==> config.mk <==
export PLATFORM = sky130hd
export DESIGN_NAME = arbiter_rr_flat
export DESIGN_NICKNAME = d
export VERILOG_FILES = /design/src/rtl/arbiter_rr_if.sv /design/src/rtl/arbiter_rr.sv /design/src/flat_wrapper.sv
export SDC_FILE = /design/constraint.sdc
export NUM_CORES = 1
export LEC_CHECK = 0
export CAP_MARGIN = 20
export CORE_AREA = 4 4 138 140
export DETAILED_ROUTE_END_ITERATION = 8
export DIE_AREA = 0 0 142 144
export GPL_TIMING_DRIVEN = 0
export PLACE_DENSITY = 0.79
export RECOVER_POWER = 50
export REMOVE_ABC_BUFFERS = 1
export SLEW_MARGIN = 10
export SYNTH_ARGS = -nofsm -noshare
export SYNTH_HDL_FRONTEND = slang
export SYNTH_SLANG_ARGS = --single-unit
==> constraint.sdc <==
create_clock -name clk -period 4.2 [get_ports clk]
set_clock_uncertainty 0.15 [all_clocks]
set_input_delay 0.42 -clock clk [delete_from_list [all_inputs] [get_ports clk]]
set_output_delay 0.42 -clock clk [all_outputs]
set_load 0.02 [all_outputs]
==> src/rtl/arbiter_rr_if.sv <==
// Channel-side bus of the round-robin block arbiter: per-channel words with
// req/eob/ack handshake, the trigger request and the serialized output stream.
interface arbiter_rr_if #(
  parameter int unsigned NCH = 16
) ();
  logic [16*NCH-1:0] data;
  logic [NCH-1:0]    req;
  logic [NCH-1:0]    eob;
  logic [NCH-1:0]    ack;
  logic              trigger;
  logic [15:0]       dout;
  logic              kchar;
  logic              err_len;

  modport master (
    output data, req, eob, trigger,
    input  ack, dout, kchar, err_len
  );

  modport slave (
    input  data, req, eob, trigger,
    output ack, dout, kchar, err_len
  );
endinterface

==> src/rtl/arbiter_rr.sv <==
// Round-robin block arbiter merging NCH 16-bit channels into one K-coded stream.
// Optional per-block header word enabled by defining ARB_HEADER_EN.
module arbiter_rr #(
  parameter int unsigned NCH      = 16,
  parameter int unsigned MAXLEN   = 255,
  parameter logic [15:0] CH_COMMA = 16'h00BC,
  parameter logic [15:0] CH_TRIG  = 16'h801C
) (
  input  logic       clk,
  input  logic       reset,
  arbiter_rr_if.slave bus
);

  localparam int unsigned NR = NCH - 1;

  typedef enum logic [1:0] {
    IDLE,
`ifdef ARB_HEADER_EN
    HDR,
`endif
    BLOCK
  } state_t;

  state_t      state;
  logic [3:0]  cur;
  logic [15:0] cnt;

  logic        req_cur;
  logic        eob_cur;
  logic [15:0] word_cur;
  logic        ack_state;
  logic        xfer;
  logic [15:0] cnt_now;
  logic        forced;
  logic [3:0]  cur_inc;
  logic [3:0]  nxt;
  logic        found;
  logic [NR-1:0] rot;
  logic [4:0]  sum;

  always_comb begin
    req_cur  = 1'b0;
    eob_cur  = 1'b0;
    word_cur = '0;
    for (int unsigned i = 0; i < NCH; i++) begin
      if (cur == 4'(i)) begin
        req_cur  = bus.req[i];
        eob_cur  = bus.eob[i];
        word_cur = bus.data[16*i +: 16];
      end
    end
  end

`ifdef ARB_HEADER_EN
  assign ack_state = (state == BLOCK);
`else
  assign ack_state = (state == IDLE) || (state == BLOCK);
`endif

  assign xfer = ack_state && req_cur && !bus.trigger && !reset;

  always_comb begin
    bus.ack = '0;
    for (int unsigned i = 0; i < NCH; i++) begin
      bus.ack[i] = xfer && (cur == 4'(i));
    end
  end

  assign cur_inc = (cur == 4'(NCH - 1)) ? '0 : cur + 4'd1;
  assign cnt_now = ((state == BLOCK) ? cnt : '0) + 16'd1;
  assign forced  = xfer && !eob_cur && (cnt_now == 16'(MAXLEN));

  // rot[k] is the request of channel cur+1+k (mod NCH), so the lowest set bit
  // is the next channel in rotating order without variable indexing.
  assign rot = NR'({bus.req, bus.req} >> ({1'b0, cur} + 5'd1));

  always_comb begin
    found = 1'b0;
    sum   = {1'b0, cur};
    for (int unsigned k = 0; k < NR; k++) begin
      if (!found && rot[k]) begin
        found = 1'b1;
        sum   = {1'b0, cur} + 5'(k + 1);
      end
    end
    if (sum >= 5'(NCH)) begin
      sum = sum - 5'(NCH);
    end
    nxt = sum[3:0];
  end

  always_ff @(posedge clk or posedge reset) begin
    if (reset) begin
      state       <= IDLE;
      cur         <= '0;
      cnt         <= '0;
      bus.dout    <= CH_COMMA;
      bus.kchar   <= 1'b1;
      bus.err_len <= 1'b0;
    end else begin
      bus.err_len <= forced;

      if (bus.trigger) begin
        bus.dout  <= CH_TRIG;
        bus.kchar <= 1'b1;
      end else if (xfer) begin
        bus.dout  <= word_cur;
        bus.kchar <= 1'b0;
`ifdef ARB_HEADER_EN
      end else if (state == HDR) begin
        bus.dout  <= 16'hF000 | {12'h000, cur};
        bus.kchar <= 1'b0;
`endif
      end else begin
        bus.dout  <= CH_COMMA;
        bus.kchar <= 1'b1;
      end

      // A trigger freezes state, pointer and counter for its whole duration.
      if (!bus.trigger) begin
        case (state)
          IDLE: begin
            if (req_cur) begin
`ifdef ARB_HEADER_EN
              state <= HDR;
`else
              cnt <= cnt_now;
              if (eob_cur || forced) begin
                cur <= cur_inc;
              end else begin
                state <= BLOCK;
              end
`endif
            end else if (found) begin
              cur <= nxt;
            end
          end
`ifdef ARB_HEADER_EN
          HDR: begin
            state <= BLOCK;
            cnt   <= '0;
          end
`endif
          BLOCK: begin
            if (xfer) begin
              cnt <= cnt_now;
              if (eob_cur || forced) begin
                state <= IDLE;
                cur   <= cur_inc;
              end
            end
          end
          default: state <= IDLE;
        endcase
      end
    end
  end

endmodule
==> src/flat_wrapper.sv <==
// flat-port wrapper written by rule: the top's interface ports become plain ports
module arbiter_rr_flat 
#(
  parameter int unsigned NCH      = 16,
  parameter int unsigned MAXLEN   = 255,
  parameter logic [15:0] CH_COMMA = 16'h00BC,
  parameter logic [15:0] CH_TRIG  = 16'h801C
)
  (clk, reset, bus_data, bus_req, bus_eob, bus_trigger, bus_ack, bus_dout, bus_kchar, bus_err_len);
  arbiter_rr_if #(.NCH(NCH)) bus_i ();
  input  logic clk;
  input  logic reset;
  input wire logic [$bits(bus_i.data)-1:0] bus_data;
  input wire logic [$bits(bus_i.req)-1:0] bus_req;
  input wire logic [$bits(bus_i.eob)-1:0] bus_eob;
  input wire logic [$bits(bus_i.trigger)-1:0] bus_trigger;
  output wire logic [$bits(bus_i.ack)-1:0] bus_ack;
  output wire logic [$bits(bus_i.dout)-1:0] bus_dout;
  output wire logic [$bits(bus_i.kchar)-1:0] bus_kchar;
  output wire logic [$bits(bus_i.err_len)-1:0] bus_err_len;
  assign bus_i.data = bus_data;
  assign bus_i.req = bus_req;
  assign bus_i.eob = bus_eob;
  assign bus_i.trigger = bus_trigger;
  assign bus_ack = bus_i.ack;
  assign bus_dout = bus_i.dout;
  assign bus_kchar = bus_i.kchar;
  assign bus_err_len = bus_i.err_len;
  arbiter_rr #(.NCH(NCH), .MAXLEN(MAXLEN), .CH_COMMA(CH_COMMA), .CH_TRIG(CH_TRIG)) u_core (.clk(clk), .reset(reset), .bus(bus_i));
endmodule
==> flow_summary.json, run 1 <==
{
  "run_status": "completed",
  "drt_wl_total_um": 36800,
  "top_area_cell": "sky130_fd_sc_hd__dfrtp_1",
  "cts_tree": "yes",
  "cp_top_family": "AND-OR/OR-AND gates",
  "die.size.y_um": 144,
  "log_warnings": 38,
  "timing.setup.critical_path_class": "flop to flop",
  "placedInstanceArea_mm2": 0.0101,
  "synth.cell_area_mm2": 0.00684,
  "tapCellCount": 229,
  "clock_insertion_delay_worst_skew_ns": 0.28,
  "syn_avg_cell_area_um2": 6.86,
  "enable_flop_cells": 0,
  "synth.yosys.seq_area_share": 0.144,
  "largest_cell_class": "combinational gates",
  "grt_antenna_before_repair": 6,
  "timing.critical_path.cells": "clkinvlp_4 > buf_4 > ha_4 > nand2b_1 > a221oi_2 > o2111ai_1 > a222oi_1 > buf_4 > buf_4 > o21ai_4 > o41a_1 > buf_4 > a221o_1 > a211o_1",
  "tightestPinTransition_ns": 1.23,
  "power_density_mw_per_mm2": 617,
  "critical_path_buf_inv_count": 5,
  "floorplanUtilization": 0.383,
  "drt_drc_violations_left": 0,
  "drt-wirelength-per-cell_um": 24.4,
  "setup_viol": 0,
  "portBuffers": 324,
  "met1_length_um": 13600,
  "routed-via-count": 9670,
  "final_layout_top_logic_cell": "sky130_fd_sc_hd__clkdlybuf4s50_1",
  "period_minus_slack_ns": 4.08,
  "yosys.area.top_type_share": 0.121,
  "cts_root_buf": "sky130_fd_sc_hd__clkbuf_16",
  "numClockSinks": 39,
  "cts_resized": 97,
  "routed.top_layer": "met5",
  "post_cts_buffers": 16,
  "inv_count": 20,
  "drt-initial-drc-count": 1168,
  "final_layout_size_suffix_gt1_frac": 0.109,
  "cts_hold_buf": 0,
  "clock.fmax_ghz": 0.245,
  "cts.path.max_buffers": 2,
  "yosys-stat-area_mm2": 0.00684,
  "layout.cells.most_common_list": "sky130_fd_sc_hd__clkdlybuf4s50_1, sky130_fd_sc_hd__nand2_1, sky130_fd_sc_hd__o21ai_0",
  "drv_slew": 0,
  "die-width_um": 142,
  "distinct_lib_cells_used": 72,
  "timing.max_slew.rel_slack": 0.181,
  "critical_path_peak_fanout": 17,
  "cpMostUsedCell": "sky130_fd_sc_hd__buf_4",
  "timing_hold_violations_final": 0,
  "fillers": 1643,
  "hpwl_um": 27000,
  "grt_start_max_net_pins": 34,
  "chipArea_mm2": 0.0204,
  "grt_first_pass_wirelength_um": 52300,
  "cts.htree.levels": 2,
  "grtUsageMet2": 0.505,
  "clock_transition_at_path_regs_ns": 0.06,
  "cell_leakage_power_uw": 0.00390
}
[run 1: final timing paths]
check,from,end,slack [ns],cells after the start
worst min register to register,u_core.cnt[10]$_DFFE_PP0P_,u_core.cnt[10]$_DFFE_PP0P_,0.38,1
worst max register to register,u_core.cur[2]$_DFFE_PP0P_,u_core.cur[1]$_DFFE_PP0P_,0.12,14
min in group asynchronous,reset,u_core.cur[3]$_DFFE_PP0P_,0.66,2
max in group asynchronous,reset,u_core.cnt[1]$_DFFE_PP0P_,1.76,3
worst min-delay path,u_core.cnt[10]$_DFFE_PP0P_,u_core.cnt[10]$_DFFE_PP0P_,0.38,1
worst max-delay path,u_core.cur[2]$_DFFE_PP0P_,u_core.cur[1]$_DFFE_PP0P_,0.12,14
[run 1: power by group]
group | internal [uW] | leakage (uW) | total [uW] | switching, uW
Sequential | 495 | 0.000489 | 681 | 186
Combinational | 2280 | 0.00332 | 5490 | 3210
Clock | 296 | 0.0000869 | 454 | 158
Total | 3070 | 0.00390 | 6620 | 3550
[run 1: synthesized netlist by cell type (7+ instances only)]
cell type,number
sky130_fd_sc_hd__nand2_1,141
sky130_fd_sc_hd__o21ai_0,104
sky130_fd_sc_hd__a21oi_1,95
sky130_fd_sc_hd__clkbuf_1,71
sky130_fd_sc_hd__nor2_1,71
sky130_fd_sc_hd__nand3_1,34
sky130_fd_sc_hd__dfrtp_1,33
sky130_fd_sc_hd__o221ai_1,29
sky130_fd_sc_hd__a31oi_1,27
sky130_fd_sc_hd__nor3_1,26
sky130_fd_sc_hd__a211oi_1,21
sky130_fd_sc_hd__inv_1,18
sky130_fd_sc_hd__mux2i_1,18
sky130_fd_sc_hd__nand3b_1,18
sky130_fd_sc_hd__o211ai_1,18
sky130_fd_sc_hd__ha_1,16
sky130_fd_sc_hd__mux4_2,16
sky130_fd_sc_hd__and2_1,15
sky130_fd_sc_hd__a211o_1,14
sky130_fd_sc_hd__a221oi_1,12
sky130_fd_sc_hd__nand2b_1,12
sky130_fd_sc_hd__nor2b_1,11
sky130_fd_sc_hd__o22ai_1,10
sky130_fd_sc_hd__o31ai_1,10
sky130_fd_sc_hd__xnor2_1,9
sky130_fd_sc_hd__a21o_1,8
sky130_fd_sc_hd__mux2_2,8
sky130_fd_sc_hd__nor4_1,8
sky130_fd_sc_hd__a221o_1,7
sky130_fd_sc_hd__and3_1,7
[run 1: cells by family (layout without fill, tap and decap cells)]
family	after synthesis	after routing	share of synthesized area
and+or+nand+nor	377	377	0.265
xor gates and xnor gates	11	11	0.0141
AOI/OAI and AO/OA	404	404	0.384
muxes	45	45	0.100
buffers and inverters	105	381	0.0638
other	0	5	0
DFF	39	39	0.144
adders and majority gates	16	16	0.0293
[run 1: per-stage QoR]
step           instances  worst slack (ns)  hold slack, ns  TNS (ns)  total power (uW)
6_report            1507             0.117           0.376         0              6620
3_3_place_gp        1464             -4.66           0.358   -177.62              5330
2_1_floorplan        911             -1.30           0.302    -39.16              3790
5_1_grt             1507          -0.00261           0.388  -0.00261              7010
3_5_place_dp        1468             -3.56           0.358   -134.42              5420
4_1_cts             1494           -0.0274           0.368   -0.0495              6230
Run 1, cells coloured by class:
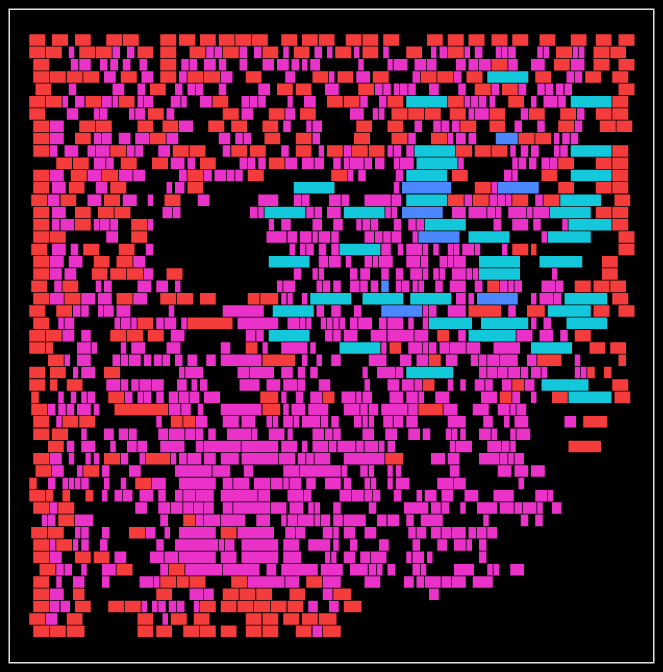
- cyan: flops (cells 39)
- blue: clock drivers and dummy loads (cells 8)
- red: other buffers and delay cells (cells 353)
- magenta: all other logic (cells 873)
core area: 0.0178 mm^2
fraction of area in registers: 0.0931
share of the core filled with cells: 0.602
Final Instance Area: 0.0107 mm^2
number of placement rows: 49

Run 1, where the registers sit:
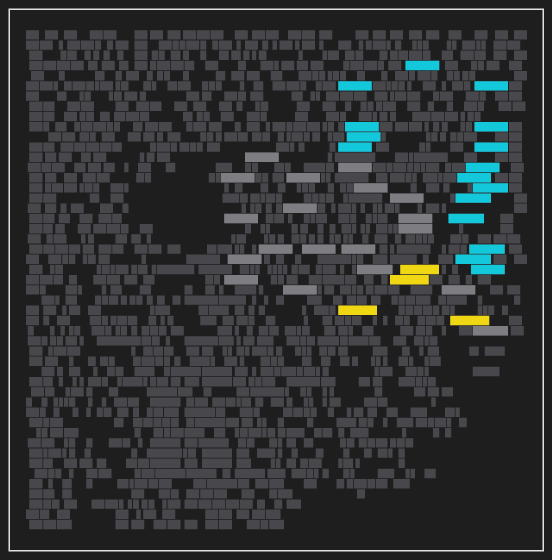
- yellow: u_core.cur (sequential cells 4; where middle right)
- cyan: u_core.bus.dout (sequential cells 16)
register area: 1000 um^2
total sequential power: 681 uW

Run 1, clock wires, drivers and flops:
Bar = 50 um.
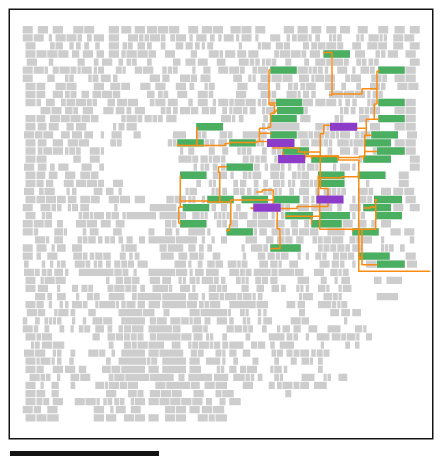
- green: flip-flops (count 39)
- orange: clock wires (length 589 um)
- purple: cells driving clock nets (count 5)
- routed clock nets: 6

==> inputs of run 2 (changes only) <==
- TNS_END_PERCENT: unset -> 50
Run 2, gate families picked out:
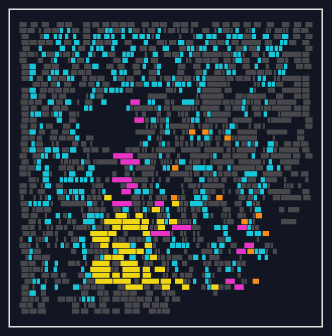
- orange: XOR/XNOR gates (cells 11)
- cyan: inverting AOI/OAI gates (cells 353; where all over the die)
- yellow: multiplexers (cells 45; where bottom centre)
- magenta: adder and majority cells (cells 16)

==> flow_summary.json, run 2 <==
{
  "cts_root_buf": "sky130_fd_sc_hd__clkbuf_16",
  "cap_viol_max_count": 0,
  "final_cells": 1507,
  "synth.cell_area_mm2": 0.00684,
  "setup.reg_to_reg.worst_slack_ns": 0.12,
  "enable_flop_cells": 0,
  "ys_dominant_reg_cell": "sky130_fd_sc_hd__dfrtp_1",
  "clock.fmax_ghz": 0.245,
  "layout.cells.most_common_list": "sky130_fd_sc_hd__clkdlybuf4s50_1, sky130_fd_sc_hd__nand2_1, sky130_fd_sc_hd__o21ai_0",
  "routed-via-count": 9670,
  "setup_viol": 0,
  "row_count": 49,
  "vias_in_the_first_global_route": 8924,
  "critical_path_peak_fanout": 17,
  "yosys-stat-area_mm2": 0.00684,
  "timing.max_slew.rel_slack": 0.181,
  "grt_antenna_before_repair": 6,
  "critPathArrivalTime_ns": 4.10,
  "tightestPinTransition_ns": 1.23,
  "period_minus_slack_ns": 4.08,
  "run_status": "completed",
  "cts_tree": "yes",
  "drt-wirelength-per-cell_um": 24.4,
  "cts.htree.levels": 2,
  "synth.yosys.seq_area_share": 0.144,
  "clock_insertion_delay_worst_skew_ns": 0.28,
  "timing.hold.worst.class": "flop to flop",
  "portBuffers": 324,
  "ys_warn_count": 0,
  "flip_flop_and_latch_count_after_synthesis": 39,
  "timing_hold_violations_final": 0,
  "placed_cells_incl_taps": 1468,
  "placeableCoreArea_mm2": 0.0178,
  "post_synth_inst_count": 997,
  "worst_r2r_startpoint": "u_core.cur[2]$_DFFE_PP0P_",
  "fillers": 1643,
  "cts_buffers": 5,
  "distinct_lib_cells_used": 72,
  "timing.setup.critical_path_class": "flop to flop",
  "cts_hold_buf": 0,
  "critical_path.endpoint_type": "flop",
  "min_delay_worst_endpoint": "u_core.cnt[10]$_DFFE_PP0P_",
  "antenna_violating_nets_post_route": 0,
  "die-width_um": 142,
  "log_warnings": 38,
  "final_layout_top_logic_cell": "sky130_fd_sc_hd__clkdlybuf4s50_1",
  "synthToLayoutAreaGrowth_pct": 56.9,
  "cell_leakage_power_uw": 0.00390,
  "finalWeightedCongestion": 0.959,
  "crit-reg2reg-capture": "u_core.cur[1]$_DFFE_PP0P_",
  "yosys.area.top_type_share": 0.121,
  "synthMostInstantiatedCell": "sky130_fd_sc_hd__nand2_1",
  "grt_first_pass_wirelength_um": 52300,
  "whs_ns": 0.376,
  "syn_avg_cell_area_um2": 6.86,
  "critPathRequiredTime_ns": 4.22,
  "rr_worst_depth": 14,
  "top_area_cell": "sky130_fd_sc_hd__dfrtp_1",
  "routed_via_density": 6.42,
  "io_pins": 325,
  "common_cells": "sky130_fd_sc_hd__nand2_1, sky130_fd_sc_hd__o21ai_0, sky130_fd_sc_hd__a21oi_1",
  "cts.path.max_buffers": 2,
  "grtUsageTotal": 0.328,
  "vdd.ir_drop.worst_mv": 0.317,
  "synth.top_cells.by_area": "sky130_fd_sc_hd__dfrtp_1, sky130_fd_sc_hd__nand2_1, sky130_fd_sc_hd__o21ai_0",
  "drt-initial-drc-count": 1168,
  "drt_wl_total_um": 36800,
  "final_layout_size_suffix_gt1_frac": 0.109,
  "share_of_the_core_filled_with_cells": 0.602,
  "worstHoldPathCells": 1,
  "total_congestion_overflow": 0,
  "yosys_cells": 997,
  "crit_path_start_kind": "flop",
  "largest_registers": "u_core.bus.dout (16), u_core.cnt (16), u_core.cur (4)",
  "clock_transition_at_path_regs_ns": 0.06,
  "power_density_mw_per_mm2": 617,
  "detailedRoute.firstPassIterationCount": 6,
  "grt_start_max_net_pins": 34,
  "setup_slack_ns": 0.117,
  "worstSetupStartpoint": "u_core.cur[2]$_DFFE_PP0P_",
  "finalCritPeriodShare": 0.972,
  "die.size.y_um": 144,
  "placement_setup_slack_ns": -3.56,
  "drv_slew": 0,
  "hpwl_um": 27000,
  "floorplanUtilization": 0.383,
  "async_flop_share": 1.00,
  "finish.net_count": 1579,
  "chipArea_mm2": 0.0204,
  "numClockSinks": 39,
  "holdCritStartpoint": "u_core.cnt[10]$_DFFE_PP0P_",
  "drt_drc_violations_left": 0
}
[run 2: cell counts in the layout (fill, tap and decap cells not counted)]
Identical to the previous run, type by type.
[run 2: kinds of logic after synthesis]
group / Yosys count / synth area share
AND-OR/OR-AND: 404 / 0.384
AND/OR/NAND/NOR: 377 / 0.265
buffers and inverters: 105 / 0.0638
multiplexers: 45 / 0.100
flip-flops: 39 / 0.144
adder cells (fa/ha/maj): 16 / 0.0293
XOR/XNOR: 11 / 0.0141
[run 2: power breakdown]
part           internal [uW]  total, uW  switching (uW)
Combinational           2280       5490            3210
Sequential               495        681             186
Clock                    296        454             158
Total                   3070       6620            3550
[run 2: final cells by class]
type / instances / area [um^2] / share of cell area
diodes: 5 / 12.5 / 0.00117
repair buffers: 353 / 3540 / 0.330
well taps: 229 / 287 / 0.0267
clock buffers: 6 / 139 / 0.0129
multi-input cells: 853 / 5620 / 0.523
clock inverters: 2 / 35.0 / 0.00326
repair inverters: 1 / 5.00 / 0.000466
flip-flops and latches: 39 / 1000 / 0.0931
inverters: 19 / 103 / 0.00955
[run 2: worst max-delay path: stages (launching register included)]
cell and delay [ns]:
sky130_fd_sc_hd__dfrtp_4 0.61, sky130_fd_sc_hd__clkinvlp_4 0.14, sky130_fd_sc_hd__buf_4 0.23, sky130_fd_sc_hd__ha_4 0.30, sky130_fd_sc_hd__nand2b_1 0.13, sky130_fd_sc_hd__a221oi_2 0.18
sky130_fd_sc_hd__o2111ai_1 0.14, sky130_fd_sc_hd__a222oi_1 0.33, sky130_fd_sc_hd__buf_4 0.21, sky130_fd_sc_hd__buf_4 0.14, sky130_fd_sc_hd__o21ai_4 0.09, sky130_fd_sc_hd__o41a_1 0.53
sky130_fd_sc_hd__buf_4 0.18, sky130_fd_sc_hd__a221o_1 0.33, sky130_fd_sc_hd__a211o_1 0.28
[run 2: stage by stage]
stage                     total power, uW  cell area, um^2  setup TNS (ns)
after floorplan                      3790             6480          -39.16
after global placement               5330            10000         -177.62
after detailed placement             5420            10100         -134.42
after CTS                            6230            10500         -0.0495
after global routing                 7010            10700        -0.00261
final                                6620            10700               0
[run 2: routing by layer]
metal | part of all wire | track usage | vias up | wire length (um)
met4 | 0.049 | 0.127 | 2 | 1810
met3 | 0.14 | 0.119 | 114 | 4970
li1 | - | - | 4362 | -
met5 | 0.00024 | 0 | - | 9
met1 | 0.37 | 0.419 | 4473 | 13600
met2 | 0.45 | 0.505 | 719 | 16400
[run 2: how the worst max path moves through the flow]
stage                                 end  slack, ns  cells after the start
2_1_floorplan                 bus_ack[10]      -1.30                      9
3_3_place_gp                   bus_ack[6]      -4.66                     10
3_5_place_dp                   bus_ack[6]      -3.56                     12
4_1_cts        u_core.cnt[13]$_DFFE_PP0P_      -0.03                     15
5_1_grt         u_core.cur[1]$_DFFE_PP0P_     -0.003                     12
6_report        u_core.cur[1]$_DFFE_PP0P_       0.12                     14
[run 2: what timing repair did]
action | 4_1_cts | 5_1_grt
setup endpoints to repair | 55 | 31
pin swaps | 3 | 8
buffers inserted | 16 | 8
gates cloned | 2 | 0
endpoints found under the hold margin | 0 | 0
resized | 97 | 30
Power is estimated from default activity; no workload was simulated.
